## src/rtl/wb_keys.sv

```systemverilog
// Wishbone key/switch debouncer: 2-FF synchronisers, 1 ms tick, per-input debounce,
// sticky W1C event register with mask and a registered level interrupt.
module wb_keys #(
    parameter int clk_freq    = 50000000,
    parameter int debounce_ms = 10
) (
    input  logic        clk,
    input  logic        reset,
    input  logic [31:0] wb_adr_i,
    input  logic [31:0] wb_dat_i,
    output logic [31:0] wb_dat_o,
    input  logic [3:0]  wb_sel_i,
    input  logic        wb_stb_i,
    input  logic        wb_cyc_i,
    input  logic        wb_we_i,
    output logic        wb_ack_o,
    output logic        intr,
    input  logic [3:0]  key_n,
    input  logic [9:0]  sw
);

    localparam logic [31:0] PRESC_TC = 32'(clk_freq / 1000 - 1);
    localparam logic [7:0]  DB_LAST  = 8'(debounce_ms - 1);
    localparam logic [8:0]  ARM_TC   = 9'(debounce_ms + 1);
    localparam logic [31:0] EV_BITS  = 32'h03FF_00FF;

    logic [31:0] r_presc;
    logic        w_tick;

    logic [3:0]  r_key_s1, r_key_s2;
    logic [9:0]  r_sw_s1, r_sw_s2;
    logic [13:0] w_raw;

    logic [7:0]  r_cnt [14];
    logic [13:0] r_state;
    logic [13:0] w_edge;

    logic [8:0]  r_arm_cnt;
    logic        r_armed;

    logic [31:0] r_event;
    logic [31:0] r_mask;
    logic [31:0] r_dat;
    logic        r_ack;
    logic        r_intr;

    logic        w_req;
    logic        w_wr;
    logic [1:0]  w_idx;
    logic [31:0] w_lane;
    logic [31:0] w_clr;
    logic [31:0] w_set;
    logic [31:0] w_rdata;
    logic        w_unused;

    assign w_unused = ^{wb_adr_i[31:4], wb_adr_i[1:0]};

    assign w_tick = (r_presc == PRESC_TC);

    always_ff @(posedge clk or posedge reset) begin
        if (reset) begin
            r_presc <= '0;
        end else begin
            r_presc <= w_tick ? '0 : r_presc + 32'd1;
        end
    end

    // Key synchronisers idle at 1 (released) so reset does not look like a press.
    always_ff @(posedge clk or posedge reset) begin
        if (reset) begin
            r_key_s1 <= '1;
            r_key_s2 <= '1;
            r_sw_s1  <= '0;
            r_sw_s2  <= '0;
        end else begin
            r_key_s1 <= key_n;
            r_key_s2 <= r_key_s1;
            r_sw_s1  <= sw;
            r_sw_s2  <= r_sw_s1;
        end
    end

    assign w_raw = {r_sw_s2, ~r_key_s2};

    always_comb begin
        w_edge = '0;
        for (int i = 0; i < 14; i++) begin
            w_edge[i] = w_tick && (w_raw[i] != r_state[i]) && (r_cnt[i] == DB_LAST);
        end
    end

    always_ff @(posedge clk or posedge reset) begin
        if (reset) begin
            r_state <= '0;
            for (int i = 0; i < 14; i++) begin
                r_cnt[i] <= '0;
            end
        end else begin
            for (int i = 0; i < 14; i++) begin
                if (w_raw[i] == r_state[i]) begin
                    r_cnt[i] <= '0;
                end else if (w_edge[i]) begin
                    r_state[i] <= w_raw[i];
                    r_cnt[i]   <= '0;
                end else if (w_tick) begin
                    r_cnt[i] <= r_cnt[i] + 8'd1;
                end
            end
        end
    end

    // Armed is registered from the count, so strobes caused by inputs already
    // active at reset land one cycle before it rises and are ignored.
    always_ff @(posedge clk or posedge reset) begin
        if (reset) begin
            r_arm_cnt <= '0;
            r_armed   <= 1'b0;
        end else if (!r_armed) begin
            if (r_arm_cnt == ARM_TC) begin
                r_armed <= 1'b1;
            end else if (w_tick) begin
                r_arm_cnt <= r_arm_cnt + 9'd1;
            end
        end
    end

    always_comb begin
        w_set = '0;
        if (r_armed) begin
            w_set[3:0]   = w_edge[3:0] & w_raw[3:0];
            w_set[7:4]   = w_edge[3:0] & ~w_raw[3:0];
            w_set[25:16] = w_edge[13:4];
        end
    end

    assign w_req  = wb_cyc_i && wb_stb_i && !r_ack;
    assign w_wr   = w_req && wb_we_i;
    assign w_idx  = wb_adr_i[3:2];
    assign w_lane = {{8{wb_sel_i[3]}}, {8{wb_sel_i[2]}}, {8{wb_sel_i[1]}}, {8{wb_sel_i[0]}}};
    assign w_clr  = (w_wr && w_idx == 2'd1) ? (wb_dat_i & w_lane) : '0;

    always_comb begin
        w_rdata = '0;
        case (w_idx)
            2'd0:    w_rdata = {6'b0, r_state[13:4], 12'b0, r_state[3:0]};
            2'd1:    w_rdata = r_event;
            2'd2:    w_rdata = r_mask;
            default: w_rdata = {6'b0, w_raw[13:4], 12'b0, w_raw[3:0]};
        endcase
    end

    always_ff @(posedge clk or posedge reset) begin
        if (reset) begin
            r_event <= '0;
            r_mask  <= '0;
            r_dat   <= '0;
            r_ack   <= 1'b0;
            r_intr  <= 1'b0;
        end else begin
            r_ack   <= w_req;
            r_intr  <= |(r_event & r_mask);
            // Set has priority over a simultaneous W1C clear.
            r_event <= ((r_event & ~w_clr) | w_set) & EV_BITS;
            if (w_wr && w_idx == 2'd2) begin
                r_mask <= ((r_mask & ~w_lane) | (wb_dat_i & w_lane)) & EV_BITS;
            end
            if (w_req && !wb_we_i) begin
                r_dat <= w_rdata;
            end
        end
    end

    assign wb_ack_o = r_ack;
    assign wb_dat_o = r_dat;
    assign intr     = r_intr;

endmodule
```

## config.mk

```make
export PLATFORM = sky130hd
export DESIGN_NAME = wb_keys
export DESIGN_NICKNAME = d
export VERILOG_FILES = /design/src/rtl/wb_keys.sv
export SDC_FILE = /design/constraint.sdc
export NUM_CORES = 1
export LEC_CHECK = 0
export CAP_MARGIN = 0
export CORE_MARGIN = 3
export CORE_UTILIZATION = 50
export CTS_CLUSTER_DIAMETER = 120
export CTS_CLUSTER_SIZE = 12
export DETAILED_ROUTE_END_ITERATION = 8
export PLACE_DENSITY = 0.81
export SETUP_SLACK_MARGIN = 0.3
export SYNTH_ARGS = -nofsm -noshare
export SYNTH_HDL_FRONTEND = slang
export SYNTH_SLANG_ARGS = --single-unit
```

## constraint.sdc

```tcl
create_clock -name clk -period 7.56 [get_ports clk]
set_input_delay 0.756 -clock clk [delete_from_list [all_inputs] [get_ports clk]]
set_output_delay 0.756 -clock clk [all_outputs]
set_load 0.01 [all_outputs]
```

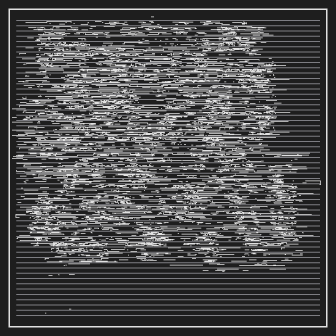
Run 1: M1 wires
Supply wires on this layer in grey.
longest straight run: 43.2 µm
nets with wire on the layer: 1223
main direction: horizontal
share of all routed wire: 45%
wire length on this layer: 12200 µm

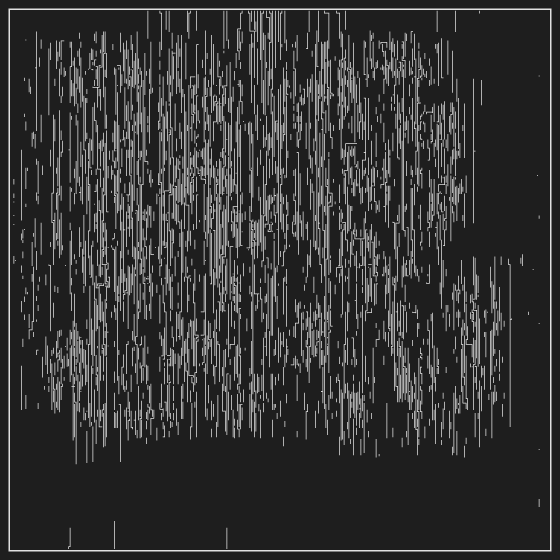
Run 1: M2 wires
main direction: vertical
longest straight run: 53.0 µm
wire length on this layer: 12800 µm
share of all routed wire: 48%

==> impl_metrics.json, run 1 <==
{
  "grt_use_total_pct": 20.4,
  "dominant_cells": "flip-flops and latches",
  "required_ns": 7.98,
  "crit_path_max_fanout": 53,
  "insertedDiodeCount": 0,
  "power_switching_mw": 0.655,
  "period_used_pct": 41.7,
  "ys_seq_share_pct": 51.2,
  "cp.depth": 8,
  "ys_warn_count": 0,
  "nNetsFinal": 1371,
  "logic_area_mm2": 0.00567,
  "slowest_delay_ns": 0.64,
  "synthSimpleGateAreaFrac_pct": 21.6,
  "buffers": 71,
  "regArea_mm2": 0.00632,
  "fmax_ghz": 0.317,
  "holdPathStages": 0,
  "setup_tns_ns": 0,
  "nWellTaps": 319,
  "warning_count": 87,
  "gr-usage-met1_pct": 29.1,
  "seq-cell-share_pct": 45.5,
  "min_to": "r_sw_s2[1]$_DFF_PP0_",
  "hold_viol_final": 0,
  "use_met3_pct": 3.07,
  "yosysChipArea_mm2": 0.0123,
  "io_buffers": 61,
  "rr_startpoint": "r_presc[0]$_DFF_PP0_",
  "critPathCaptureType": "flip-flop",
  "rsz0062_at_grt": "no",
  "p_seq_share_pct": 52.8,
  "maxPowerGroup": "sequential cells",
  "nonClkBufAreaFrac_pct": 5.03,
  "cp-startpoint": "r_presc[0]$_DFF_PP0_",
  "syn_area_per_cell_um2": 10.3,
  "hold_class": "flip-flop to flip-flop",
  "yosys.area_share.aoi_pct": 8.39,
  "status": "completed",
  "dp.cells": 1547,
  "ys_cells": 1199,
  "ctsHoldBuffers": 0,
  "grt_max_degree": 170,
  "comb_cells": 866,
  "place_congestion": 0.843,
  "reg.largest.list": "r_cnt x112, r_presc x32",
  "fin_skew_ns": 0.0197,
  "ff_type": "dfrtp_1",
  "max-cap-violations": 0,
  "die_area_mm2": 0.0266,
  "ys_ff": 252,
  "drt_first_pass_iters": 5,
  "leakage_nw": 5.78,
  "adder_share_pct": 3.04,
  "via_per_inst": 5.92,
  "largest_register_ffs": 112,
  "drtAntennaViolNets": 0,
  "num_io_pins": 121,
  "startpoint_type": "flip-flop",
  "worst_path_max_delay_cell": "or2_2",
  "dpl.hpwl_um": 17200,
  "grt_pass1_vias": 9063,
  "synth_top_area_share_pct": 49.5,
  "cts-resized-gates": 0,
  "worstRegToRegCells": 8,
  "p_clk_mw": 1.07,
  "postCtsSetupRepairBufs": 0,
  "comb_share_pct": 40.8,
  "worst_ep_arrival_time_ns": 3.57,
  "synthArstFlopShare_pct": 100,
  "flops": 252,
  "layout_min_cycle_time_ns": 3.15,
  "critPathBufInv": 2,
  "htree_num_levels": 1,
  "final_cell_mix": "244 x dfrtp_1, 115 x nand2_1, 99 x nor2_1",
  "p_clk_share_pct": 38.2,
  "clk_pin_slew_ns": 0.06,
  "via_count": 9368,
  "clock_cell_area_share_pct": 4.74,
  "mappedNetlistArea_mm2": 0.0123,
  "use_met2_pct": 33.0,
  "p_int_mw": 2.14,
  "synth_area_leader_cell": "dfrtp_1",
  "relSlewSlack_pct": 17.8
}
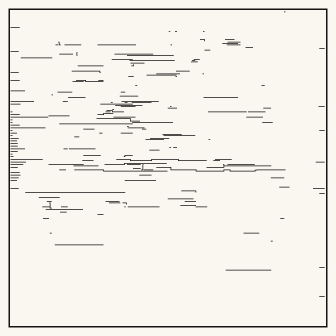
Run 1: M3 wires
main direction: horizontal
longest straight run: 51.3 µm
wire length on this layer: 1460 µm

## run 1: per-layer routing
| layer | up-vias | routed length, µm | share of wire [%] |
|---|---|---|---|
| li1 | 4372 | - | - |
| met1 | 4653 | 12200 | 45 |
| met2 | 303 | 12800 | 48 |
| met3 | 40 | 1460 | 5.4 |
| met4 | 0 | 504 | 1.9 |
| met5 | - | 0 | 0 |
## run 1: metrics by stage
step	instance area [µm²]	utilization [%]
floorplan	12400	-
global placement	13200	55.4
detailed placement	13200	55.4
CTS	13900	58.1
global route	13900	58.1
finish	13900	58.1
## run 1: cells in the mapped netlist, drive strengths merged, types with 21 or more instances
cell type and number:
a21oi 72, and3 32, buf 21, clkbuf 34, dfrtp 244, ha 30, inv 39, mux2 41
nand2 115, nand3 74, nor2 100, nor3 35, nor4 37, o21ai 42, xnor2 60, xor2 26
--- run 2 (diff from run 1) ---
--- a/config.mk
+++ b/config.mk
@@ -11,7 +11,7 @@
 export CTS_CLUSTER_DIAMETER = 120
 export CTS_CLUSTER_SIZE = 12
 export DETAILED_ROUTE_END_ITERATION = 8
-export PLACE_DENSITY = 0.81
+export PLACE_DENSITY = 0.78
 export SETUP_SLACK_MARGIN = 0.3
 export SYNTH_ARGS = -nofsm -noshare
 export SYNTH_HDL_FRONTEND = slang
==> constraint.sdc (replaced) <==
create_clock -name clk -period 3.1 [get_ports clk]
set_input_delay 0.31 -clock clk [delete_from_list [all_inputs] [get_ports clk]]
set_output_delay 0.31 -clock clk [all_outputs]
set_load 0.01 [all_outputs]
==> run 2 against run 1 <==
Against the previous run: setup slack lost 4.0 ns; clock power increased to 2.6 times the previous value; sequential power increased by 140%; critical endpoint is now r_state[2]$_DFFE_PP0P_; largest power group unchanged; highest routed layer unchanged.
==> impl_metrics.json, run 2 <==
{
  "leakage_nw": 5.92,
  "num_io_pins": 121,
  "yosys.area_share.aoi_pct": 8.39,
  "dominant_cells": "flip-flops and latches",
  "warning_count": 86,
  "drtAntennaViolNets": 0,
  "postCtsSetupRepairBufs": 0,
  "use_met2_pct": 36.2,
  "cellPowerDensity_mw_per_mm2": 492,
  "pre_cts_slack_ns": 0.487,
  "logic_area_mm2": 0.00567,
  "critPathCaptureType": "flip-flop",
  "rsz0062_at_grt": "no",
  "synth_area_leader_cell": "dfrtp_1",
  "hold_class": "input port to flip-flop",
  "die_area_mm2": 0.0266,
  "buffers": 93,
  "drt_first_pass_iters": 6,
  "final_cell_mix": "244 x dfrtp_1, 115 x nand2_1, 99 x nor2_1",
  "ctsHoldBuffers": 0,
  "hold_viol_final": 0,
  "crit_path_max_fanout": 7,
  "status": "completed",
  "dp.cells": 1569,
  "synthSimpleGateAreaFrac_pct": 21.6,
  "fmax_ghz": 0.372,
  "period_used_pct": 86.8,
  "grt_use_total_pct": 22.0,
  "nNetsFinal": 1393,
  "dr_wl_met2_um": 13700,
  "io_buffers": 61,
  "flops": 252,
  "min_to": "r_key_s1[2]$_DFF_PP1_",
  "seq-cell-share_pct": 44.7,
  "grt_pass1_vias": 9490,
  "via_count": 9594,
  "rr_startpoint": "r_cnt[89]$_DFFE_PP0P_",
  "insertedDiodeCount": 0,
  "ys_warn_count": 0,
  "ff_type": "dfrtp_1",
  "worstRegToRegCells": 7,
  "routed-wl-met3_um": 1670,
  "place_congestion": 0.856,
  "top_cells_by_count": "244 x dfrtp_1, 115 x nand2_1, 99 x nor2_1, 74 x nand3_1, 72 x a21oi_1",
  "max-cap-violations": 0,
  "top_layer_used": "met4",
  "htree_num_levels": 1,
  "comb_cells": 866,
  "nonClkBufAreaFrac_pct": 6.46,
  "syn_area_per_cell_um2": 10.3,
  "cts-resized-gates": 0,
  "gr-usage-met1_pct": 30.4,
  "holdPathStages": 1,
  "final_util_pct": 59.2,
  "reg.largest.list": "r_cnt x112, r_presc x32",
  "ys_seq_share_pct": 51.2,
  "mappedNetlistArea_mm2": 0.0123,
  "grt_max_degree": 53,
  "dpl_cell_area_mm2": 0.0134,
  "largest_register_ffs": 112,
  "dpl.hpwl_um": 19100,
  "clk_pin_slew_ns": 0.06,
  "most_common_cell": "dfrtp_1",
  "yosysChipArea_mm2": 0.0123,
  "comb_share_pct": 40.1,
  "adder_share_pct": 3.04,
  "worst_ep_arrival_time_ns": 3.09,
  "layout_min_cycle_time_ns": 2.69,
  "relSlewSlack_pct": 30.1,
  "nWellTaps": 319
}
## run 2: netlist changes by cell type in the layout (fill, tap and decap cells not counted), sizes merged
cell,change
buf,+22
clkinv,-1
clkbuf,+9
## run 2: critical path, stage by stage, from the launching register on
cell and delay, ns:
dfrtp_1 0.40, inv_1 0.07, ha_1 0.13, or4b_2 0.59
nor4b_1 0.76, buf_4 0.28, nand2_1 0.06, mux2_2 0.28
## run 2: logic make-up after synthesis
group                      Yosys count
DFF                                252
buffers and inverters               94
adders and majority gates           30
xor gates and xnor gates            86
muxes                               55
and+or+nand+nor                    508
AOI/OAI and AO/OA                  173
other                                1
## run 2: power breakdown
group | total, mW | switching (mW) | internal (mW)
combinational | 0.628 | 0.285 | 0.344
clock | 2.73 | 1.22 | 1.51
sequential | 3.60 | 0.137 | 3.46
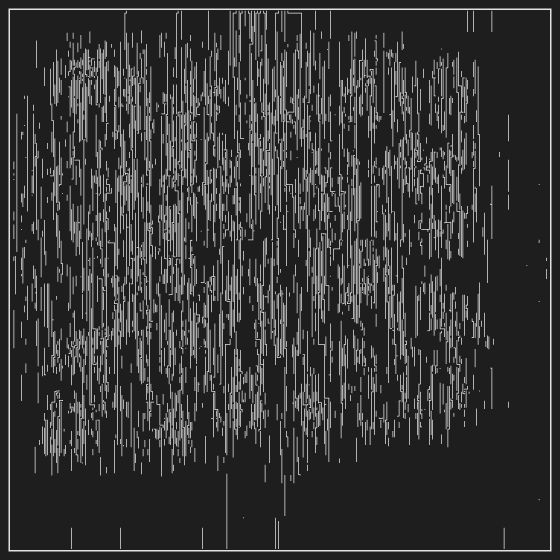
Run 2: M2 wires
wire length on this layer: 13700 µm
main direction: vertical

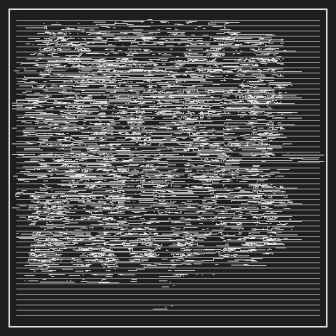
Run 2: M1 wires
Supply wires on this layer in grey.
wire length on this layer: 12500 µm
main direction: horizontal
nets with wire on the layer: 1219
longest straight run: 35.0 µm

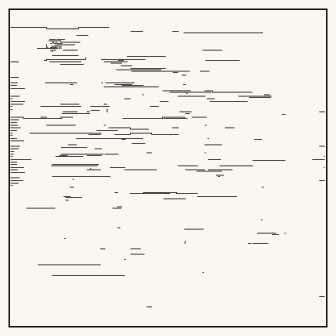
Run 2: M3 wires
longest straight run: 40.7 µm
main direction: horizontal
wire length on this layer: 1670 µm
nets with wire on the layer: 135
share of all routed wire: 5.8%

Power figures rest on the tool's default switching activity, not on a simulated workload.
